Figure 1. I/O pins on the die edge (run 1).
(4 px per um) Pins as bars across the die edge, other pins in grey.
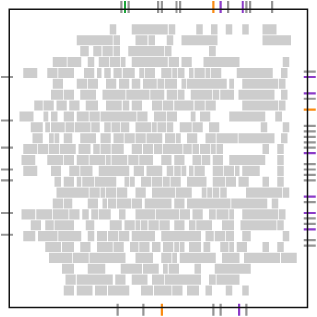
Figure 2. Gate families picked out (run 1).
(4 px per um)
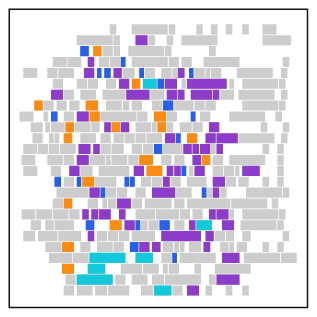
Figure 3. Signal wires by layer (run 1).
(4 px per um) Two of the layers only.
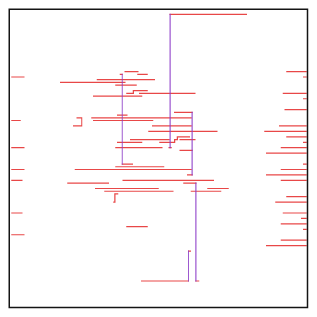
<file path="src/rtl/recompute_pkg.sv">
// -----------------------------------------------------------------------------
// recompute_pkg
//   Shared constants for the BISR recompute-unit controller.
//   - DEFAULT_ROWS / DEFAULT_COLS : systolic array geometry.
//   - DEFAULT_NUM_RU              : number of spare recompute units.
//   - PE_PASS / PE_FAIL           : encoding of one entry of the STW result
//                                   matrix (1 = PE passed, 0 = PE faulty).
// -----------------------------------------------------------------------------
package recompute_pkg;

    localparam int DEFAULT_ROWS   = 3;
    localparam int DEFAULT_COLS   = 3;
    localparam int DEFAULT_NUM_RU = 3;

    localparam logic PE_PASS = 1'b1;
    localparam logic PE_FAIL = 1'b0;

    // One-hot of a row or column index, returned at full integer width and
    // truncated by the caller to the vector it is filling.
    function automatic logic [31:0] index_onehot(input int idx);
        index_onehot = 32'd1 << idx;
    endfunction

endpackage : recompute_pkg

</file>
<file path="src/rtl/ru_fault_allocator.sv">
// -----------------------------------------------------------------------------
// ru_fault_allocator
//   Purely combinational row-major priority scan of the STW pass/fail matrix.
//   The n-th faulty PE found (n < NUM_RU) is assigned to recompute unit n;
//   any faults beyond NUM_RU raise fault_overflow and are otherwise ignored.
//
// Ports
//   stw_result_mat  in   [0:ROWS-1][0:COLS-1]  1 = pass, 0 = faulty
//   ru_row          out  [ROWS-1:0] x NUM_RU   one-hot row of assigned PE
//   ru_col          out  [COLS-1:0] x NUM_RU   one-hot column of assigned PE
//   ru_active       out  NUM_RU                RU k holds an assignment
//   fault_overflow  out  1                     more faults than RUs
// -----------------------------------------------------------------------------
module ru_fault_allocator
    import recompute_pkg::*;
#(
    parameter int ROWS   = DEFAULT_ROWS,
    parameter int COLS   = DEFAULT_COLS,
    parameter int NUM_RU = DEFAULT_NUM_RU
) (
    input  logic            stw_result_mat [0:ROWS-1][0:COLS-1],
    output logic [ROWS-1:0] ru_row         [NUM_RU-1:0],
    output logic [COLS-1:0] ru_col         [NUM_RU-1:0],
    output logic [NUM_RU-1:0] ru_active,
    output logic            fault_overflow
);

    // Number of faults already assigned during the current scan.
    int found;

    always_comb begin
        // NOTE: every output gets a default before the scan so that paths
        // which never hit a fault cannot infer a latch.
        for (int k = 0; k < NUM_RU; k++) begin
            ru_row[k] = '0;
            ru_col[k] = '0;
        end
        ru_active      = '0;
        fault_overflow = 1'b0;
        found          = 0;

        for (int r = 0; r < ROWS; r++) begin
            for (int c = 0; c < COLS; c++) begin
                if (stw_result_mat[r][c] == PE_FAIL) begin
                    if (found < NUM_RU) begin
                        // Constant-index fan-out keeps the RU select a
                        // simple comparator instead of a variable index.
                        for (int k = 0; k < NUM_RU; k++) begin
                            if (k == found) begin
                                ru_row[k]    = ROWS'(index_onehot(r));
                                ru_col[k]    = COLS'(index_onehot(c));
                                ru_active[k] = 1'b1;
                            end
                        end
                        found = found + 1;
                    end else begin
                        fault_overflow = 1'b1;
                    end
                end
            end
        end
    end

endmodule : ru_fault_allocator

</file>
<file path="src/rtl/recompute_module_controller.sv">
// -----------------------------------------------------------------------------
// recompute_module_controller
//   Fault-to-recompute-unit allocator for the BISR recompute-unit scheme.
//   Every rising clk edge the allocation is recomputed from the current STW
//   pass/fail matrix and registered (1-cycle latency, no handshake, nothing
//   retained from earlier cycles). Data and weight taps of RU k both mirror
//   the PE assigned to it, so they share the same registered selects.
//
// Ports
//   clk             in   1                       rising-edge clock
//   rst             in   1                       asynchronous, active-low reset
//   STW_result_mat  in   [0:ROWS-1][0:COLS-1]    1 = PE passed, 0 = PE faulty
//   dataRow         out  [ROWS-1:0] x NUM_RU     one-hot row, RU data tap
//   dataCol         out  [COLS-1:0] x NUM_RU     one-hot column, RU data tap
//   weightRow       out  [ROWS-1:0] x NUM_RU     one-hot row, RU weight tap
//   weightCol       out  [COLS-1:0] x NUM_RU     one-hot column, RU weight tap
//   ru_active       out  NUM_RU                  RU k holds a valid assignment
//   fault_overflow  out  1                       more faulty PEs than RUs
// -----------------------------------------------------------------------------
module recompute_module_controller
    import recompute_pkg::*;
#(
    parameter int ROWS   = DEFAULT_ROWS,
    parameter int COLS   = DEFAULT_COLS,
    parameter int NUM_RU = DEFAULT_NUM_RU
) (
    input  logic              clk,
    input  logic              rst,
    input  logic              STW_result_mat [0:ROWS-1][0:COLS-1],
    output logic [ROWS-1:0]   dataRow        [NUM_RU-1:0],
    output logic [COLS-1:0]   dataCol        [NUM_RU-1:0],
    output logic [ROWS-1:0]   weightRow      [NUM_RU-1:0],
    output logic [COLS-1:0]   weightCol      [NUM_RU-1:0],
    output logic [NUM_RU-1:0] ru_active,
    output logic              fault_overflow
);

    logic [ROWS-1:0]   sel_row_d [NUM_RU-1:0];
    logic [COLS-1:0]   sel_col_d [NUM_RU-1:0];
    logic [NUM_RU-1:0] ru_active_d;
    logic              fault_overflow_d;

    logic [ROWS-1:0]   sel_row_q [NUM_RU-1:0];
    logic [COLS-1:0]   sel_col_q [NUM_RU-1:0];
    logic [NUM_RU-1:0] ru_active_q;
    logic              fault_overflow_q;

    ru_fault_allocator #(
        .ROWS   (ROWS),
        .COLS   (COLS),
        .NUM_RU (NUM_RU)
    ) u_allocator (
        .stw_result_mat (STW_result_mat),
        .ru_row         (sel_row_d),
        .ru_col         (sel_col_d),
        .ru_active      (ru_active_d),
        .fault_overflow (fault_overflow_d)
    );

    // NOTE: state is updated with non-blocking assignments so every flop
    // samples the pre-edge value regardless of statement order.
    always_ff @(posedge clk or negedge rst) begin
        if (!rst) begin
            for (int k = 0; k < NUM_RU; k++) begin
                sel_row_q[k] <= '0;
                sel_col_q[k] <= '0;
            end
            ru_active_q      <= '0;
            fault_overflow_q <= 1'b0;
        end else begin
            for (int k = 0; k < NUM_RU; k++) begin
                sel_row_q[k] <= sel_row_d[k];
                sel_col_q[k] <= sel_col_d[k];
            end
            ru_active_q      <= ru_active_d;
            fault_overflow_q <= fault_overflow_d;
        end
    end

    assign dataRow        = sel_row_q;
    assign dataCol        = sel_col_q;
    assign weightRow      = sel_row_q;
    assign weightCol      = sel_col_q;
    assign ru_active      = ru_active_q;
    assign fault_overflow = fault_overflow_q;

endmodule : recompute_module_controller

</file>
<file path="config.mk">
export PLATFORM = sky130hd
export DESIGN_NAME = recompute_module_controller
export DESIGN_NICKNAME = d
export VERILOG_FILES = /design/src/rtl/recompute_pkg.sv /design/src/rtl/ru_fault_allocator.sv /design/src/rtl/recompute_module_controller.sv
export SDC_FILE = /design/constraint.sdc
export NUM_CORES = 1
export LEC_CHECK = 0
export CORE_MARGIN = 2
export CORE_UTILIZATION = 40
export DETAILED_ROUTE_END_ITERATION = 6
export GPL_ROUTABILITY_DRIVEN = 0
export PLACE_DENSITY = 0.65
export SLEW_MARGIN = 20
export SYNTH_ARGS = -nofsm -noshare
export SYNTH_HDL_FRONTEND = slang
export SYNTH_SLANG_ARGS = --single-unit
</file>
<file path="constraint.sdc">
create_clock -name clk -period 1 [get_ports clk]
set_input_delay 0.15 -clock clk [delete_from_list [all_inputs] [get_ports clk]]
set_output_delay 0.15 -clock clk [all_outputs]
set_load 0.01 [all_outputs]
</file>
==> impl_metrics.tcl, run 1 <==
# metrics dict for downstream scripts
set metrics [dict create \
    grt_max_degree 23 \
    cts.sinks 22 \
    post-route-cell-area_um2 3180 \
    startpoint_type "input pin" \
    finalSetupTns_ns -15.82 \
    arrival_ns 2.30 \
    drt_iter0_markers 171 \
    p_leak_nw 1.46 \
    setup_ws_ns -1.15 \
    netlist_instances 240 \
    grt_pass1_vias 1923 \
    cp_slowest_cell "or4_1" \
    cts_tree "done" \
    antenna_found_initial 0 \
    utilization_pct 67.2 \
    relSlewSlack_pct 72.4 \
    numSynthFlops 22 \
    drcViolationCount 0 \
    common_cells "dfrtp_1 (22), buf_4 (20), clkbuf_1 (20)" \
    num_rows 25 \
    sh_seq_area_pct 17.3 \
    pre_cts_ws_ns -1.91 \
    synth_area_um2 1970 \
    placed_cell_area_um2 2970 \
    avgViaCountPerCell 5.50 \
    worst_pin_slew_ns 0.414 \
    logic_gates 167 \
    chipArea_um2 5510 \
    worstSetupPathType "input pin to flop" \
    ctsHoldBuffers 0 \
    inverters_excl_clock 6 \
    setup_viol 22 \
    synthTopCellsByArea "dfrtp_1 (28%), buf_4 (7.6%), clkbuf_1 (3.8%)" \
    cts.clk_slew.worst_paths_ns 0.09 \
    rsz0062_at_grt "yes" \
    io_pins 51 \
    yosys_area_um2 1970 \
    synth.most_common_cell "dfrtp_1" \
    final-nonclk-buf-share_pct 34.2 \
    numCtsBuffers 3 \
    warnings 33 \
    edf_count 0 \
    max_freq_mhz 465 \
    clkbuf_count 3 \
    grt_overflow_total 0 \
    nWellTaps 67 \
    fin_crit_sh_pct 215 \
    nNonClkBuffers 141 \
    vdd_drop_max_v 0.000562 \
    clk_path_buf_depth 2 \
    power_density_nw_per_um2 1120 \
    core_area_um2 4720 \
    grt_pass1_wl_mm 9.31 \
    ys_seq_share_pct 27.9 \
    ys_cells 240 \
    maxSlewViolCount 0 \
    status "finished with violations" \
    synth_top_cell_by_area "dfrtp_1" \
    synth_warnings 0 \
    initCoreUtil_pct 41.7 \
    hold_viol_final 0 \
    failed_checks "negative setup slack" \
    antenna_cells 0 \
    async_reset_ff_share_pct 100 \
    synth_top_flop_cell "dfrtp_1" \
    cts_max_level 1 \
    max-cap-violations 0 \
    final_nets 357 \
    power.total_mw 3.57 \
    drtAntennaViolNets 0 \
    hp-class "input pin to asynchronous set/reset pin" \
    firstDrtPassIters 4 \
    syn_nets 256 \
    crit_path_cell_trace "buf_8 > clkinv_4 > ha_4 > buf_6 > or3b_1 > a32o_2 > mux2i_4 > buf_6 > mux2i_1 > a311oi_1 > or4_1" \
    logic_area_um2 1340 \
    crit_path_max_fanout 4 \
    avgSynthCellArea_um2 8.22 \
    holdWs_ns 0.216 \
    required_ns 1.15 \
    crit_top_cell "buf_6" \
    clockRootBuffer "clkbuf_8" \
    area_growth_pct 61.0 \
    placed_cells 387 \
    clock_area_share_pct 2.25 \
    drive_above_1_share_pct 51.2 \
    fill_cells 387 \
    hpwl_mm 4.28 \
    synth_cell_types 63 \
    max_stage_delay_ns 0.46 \
    dominant_cells "multi-input combinational cells" \
    layout.area.seq_um2 551 \
    top_cell_area_share_pct 27.9 \
    end_kind "flop" \
    ff_count 22 \
    min_period_ns 2.15 \
]
## Picture notes: Figure 1
Key: orange = `ru_active` [pins 3, direction output, edge 1 bottom, 1 top, 1 right]; purple = `dataRow` [pins 9, direction output, edge 6 right, 2 top, 1 bottom]; green = `fault_overflow` [pins 1, direction output, edge top]
Die Wd: 74.2 um
PortBufs: 50
Die H: 74.2 um

## Picture notes: Figure 2
Key: orange = and/or cells [cells 19]; blue = nand cells [cells 24]; purple = aoi and oai cells [cells 59]; cyan = fa/ha/maj cells [cells 7, where bottom centre]
most instantiated logic cell after routing: buf_4
Finished Layout Cells: 407
multi-input logic portion of the cell area: 42.3%

## Picture notes: Figure 3
Key: purple = metal 4 [wire length 103 um]; red = metal 3 [wire length 499 um]
Routed WL: 6.23 mm
DR vias: 2237
GRT Total Usage: 21.7%
drt wl/cell: 15.3 um

## run 1: final timing paths
kind,from,to,cells after the start,slack (ns)
worst max-delay path,STW_result_mat[8],dataCol[8],11,-1.15
worst min-delay path,rst,dataRow[5],2,0.22
min in group clk,STW_result_mat[8],dataCol[0],4,0.37
max in group asynchronous,rst,dataCol[1],2,0.64
## run 1: report_power, final
part | total (mW) | internal (mW) | switching [mW]
registers | 1.03 | 0.990 | 0.0372
logic | 1.70 | 0.866 | 0.837
clock network | 0.836 | 0.535 | 0.301
## run 1: cell families after synthesis
group | Yosys count | share of synthesized area (%)
AND-OR/OR-AND | 72 | 26.7
multiplexers | 3 | 2.16
AND/OR/NAND/NOR | 79 | 21.9
flip-flops | 22 | 27.9
adder cells (fa/ha/maj) | 7 | 4.19
XOR/XNOR | 6 | 2.66
buffers and inverters | 51 | 14.5
## run 1: routing by layer
metal | track usage, % | wire length (um) | part of all wire (%)
met1 | 30.3 | 2540 | 41
met2 | 36.6 | 3100 | 50
met3 | 1.63 | 499 | 8.0
met4 | 5.56 | 103 | 1.7
met5 | 0 | 0 | 0
## run 1: cells in the final DEF, fill, tap and decap left out, drive strengths merged, types with 5 or more instances in the layout
cell type / n
a21oi: 13
buf: 132
clkdlybuf4s50: 6
dfrtp: 22
ha: 5
inv: 5
nand2: 14
nor2: 18
nor2b: 8
nor3b: 5
o21ai: 9
xnor2: 5
## run 1: critical path: cells and delay by family
kind	cells	cell delay (ns)
buffers and inverters	4	0.37
and+or+nand+nor	2	0.80
AOI/OAI and AO/OA	2	0.37
adders and majority gates	1	0.24
muxes	2	0.36
## run 1: repair_timing
action	CTS	global route
buffers inserted	11	9
resized	187	38
gates cloned	0	1
setup endpoints to repair	62	24
pin swaps	8	15
## Run 2: what changed since run 1
- RECOVER_POWER: default -> 100
Figure 4. Signal wires by layer (run 2).
(4 px per um) Two of the layers only.
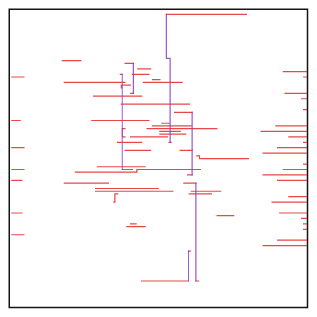
Key: red = metal 3 [wire length 469 um]; purple = metal 4 [wire length 112 um]
Routed WL: 6.32 mm
DR vias: 2254
drt wl/cell: 15.5 um

Figure 5. The metal 4 layer (run 2).
(4 px per um)
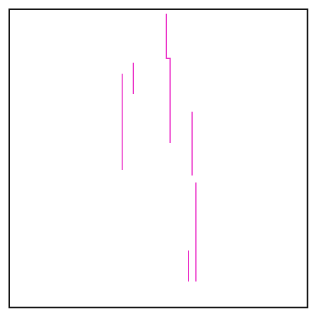
The longest straight run is 24.5 um. The layer holds 1.8% of the routed length. 6 nets have wire on it.

==> run 2 against run 1 <==
  * The run still ends with negative setup slack left
  * Sequential share of layout area up 0.27 points
  * Die size unchanged
  * Fmax up 0.13%
  * Synthesized cell count unchanged
  * Count of clock-buffer cells in the layout unchanged
  * Largest power group unchanged
==> impl_metrics.tcl, run 2 <==
# metrics dict for downstream scripts
set metrics [dict create \
    status "finished with violations" \
    failed_checks "negative setup slack" \
    cts.sinks 22 \
    async_reset_ff_share_pct 100 \
    layout.area.seq_um2 551 \
    min_period_ns 2.15 \
    logic_area_um2 1340 \
    initCoreUtil_pct 41.7 \
    top_layer_used "met4" \
    grt_use_met2_pct 36.6 \
    powerSeq_mw 1.03 \
    wl_met1_mm 2.62 \
    busiest_layer "met2" \
    synth_top_flop_cell "dfrtp_1" \
    synth_warnings 0 \
    grt_max_degree 23 \
    ys_seq_share_pct 27.9 \
    power_density_nw_per_um2 1130 \
    max-cap-violations 0 \
    numCtsBuffers 3 \
    num_rows 25 \
    numSynthFlops 22 \
    grt_overflow_total 0 \
    clk_path_buf_depth 2 \
    power.total_mw 3.53 \
    io_buffers 50 \
    synth_top_cell_by_area "dfrtp_1" \
    avgSynthCellArea_um2 8.22 \
    cts_max_level 1 \
    setup_ws_ns -1.15 \
    synth.most_common_cell "dfrtp_1" \
    fill_cells 396 \
    powerClk_mw 0.840 \
    hp-class "input pin to flop" \
    io_pins 51 \
    pre_cts_ws_ns -1.91 \
    end_kind "flop" \
    arrival_ns 2.30 \
    drt_iter0_markers 124 \
    switching_share_pct 33.6 \
    antenna_found_initial 0 \
    drcViolationCount 0 \
    relSlewSlack_pct 64.2 \
    fin_crit_sh_pct 215 \
    core_area_um2 4720 \
    final_cells 407 \
    vdd_drop_max_v 0.000563 \
    lay_top_count "buf_4" \
    chipArea_um2 5510 \
    lay_top_cells "buf_4 (71), dfrtp_1 (22), clkbuf_1 (22)" \
    grt_use_met1_pct 30.3 \
    cts_tree "done" \
    drive_above_1_share_pct 44.7 \
    common_cells "dfrtp_1 (22), buf_4 (20), clkbuf_1 (20)" \
    hpwl_mm 4.28 \
    area_growth_pct 58.6 \
    avgViaCountPerCell 5.54 \
    p_clk_share_pct 23.8 \
    internal_power_mw 2.35 \
    warnings 33 \
    grt_util_met3_pct 1.63 \
    firstDrtPassIters 4 \
    seqPwrFrac_pct 29.2 \
    worst_pin_slew_ns 0.538 \
    required_ns 1.15 \
    max_freq_mhz 466 \
    synth_cell_types 63 \
    power.group.top "combinational cells" \
    maxSlewViolCount 0 \
    edf_count 0 \
    setup_viol 22 \
    rsz0062_at_grt "yes" \
    yosys_area_um2 1970 \
    p_leak_nw 1.38 \
    wl_met2_mm 3.12 \
    die_w_um 74.2 \
    netlist_instances 240 \
    hold_viol_final 0 \
    holdWs_ns 0.375 \
    met3_length_um 468 \
    cts.clk_slew.worst_paths_ns 0.09 \
    synth_area_um2 1970 \
    track_usage_pct 21.7 \
    top_cell_area_share_pct 27.9 \
    crit_path_max_fanout 4 \
    ys_cells 240 \
    combPwrFrac_pct 47.0 \
    clockRootBuffer "clkbuf_8" \
    synthTopCellsByArea "dfrtp_1 (28%), buf_4 (7.6%), clkbuf_1 (3.8%)" \
    pg_comb_mw 1.66 \
    worstSetupPathType "input pin to flop" \
    syn_nets 256 \
    switching_power_mw 1.19 \
    antenna_cells 0 \
    placed_cells 387 \
    grt_pass1_wl_mm 9.31 \
    drtAntennaViolNets 0 \
    die_h_um 74.2 \
    final_nets 357 \
    grt_pass1_vias 1923 \
    startpoint_type "input pin" \
    utilization_pct 66.2 \
]
==> run 2: layout make-up <==
type                            instances  area share [%]
Inverter                                6            1.28
Tap cell                               67            2.68
Multi-Input combinational cell        167            43.0
Timing Repair Buffer                  141            33.2
Sequential cell                        22            17.6
Clock inverter                          1           0.960
Clock buffer                            3            1.32
==> run 2: repair_timing <==
item                       in CTS  in global routing
cloned                          0                  1
buffers inserted               11                  9
hold buffers                    0                  0
setup endpoints to repair      62                 24
gates resized                 187                 38
pin swaps                       8                 15
==> run 2: path summary, 6_finish.rpt <==
kind,from,depth (start not counted),end
max,STW_result_mat[8],11,dataCol[8]
min,STW_result_mat[8],4,dataCol[0]
max in group asynchronous,rst,2,dataCol[1]
min in group asynchronous,rst,2,dataRow[5]
==> run 2: worst max-delay path, cell delays in order <==
cell	delay, ns
buf_8	0.08
clkinv_4	0.05
ha_4	0.24
buf_6	0.11
or3b_1	0.34
a32o_2	0.26
mux2i_4	0.18
buf_6	0.13
mux2i_1	0.18
a311oi_1	0.11
or4_1	0.46
==> run 2: metrics by stage <==
| stage | instance area [um2] | TNS [ns] |
|---|---|---|
| 3_3_place_gp | 2970 | -33.51 |
| 2_1_floorplan | 2100 | -17.83 |
| 3_5_place_dp | 2970 | -34.16 |
| 6_report | 3130 | -15.86 |
| 5_1_grt | 3130 | -17.37 |
| 4_1_cts | 3000 | -19.70 |
==> run 2: cells by family (layout without fill, tap and decap cells) <==
kind of cell / after synthesis / count (layout) / synth area share, %
and+or+nand+nor: 79 / 79 / 21.9
AOI/OAI and AO/OA: 72 / 72 / 26.7
buffers and inverters: 51 / 151 / 14.5
DFF: 22 / 22 / 27.9
adders and majority gates: 7 / 7 / 4.19
xor gates and xnor gates: 6 / 6 / 2.66
muxes: 3 / 3 / 2.16
Power is estimated from default activity; no workload was simulated.
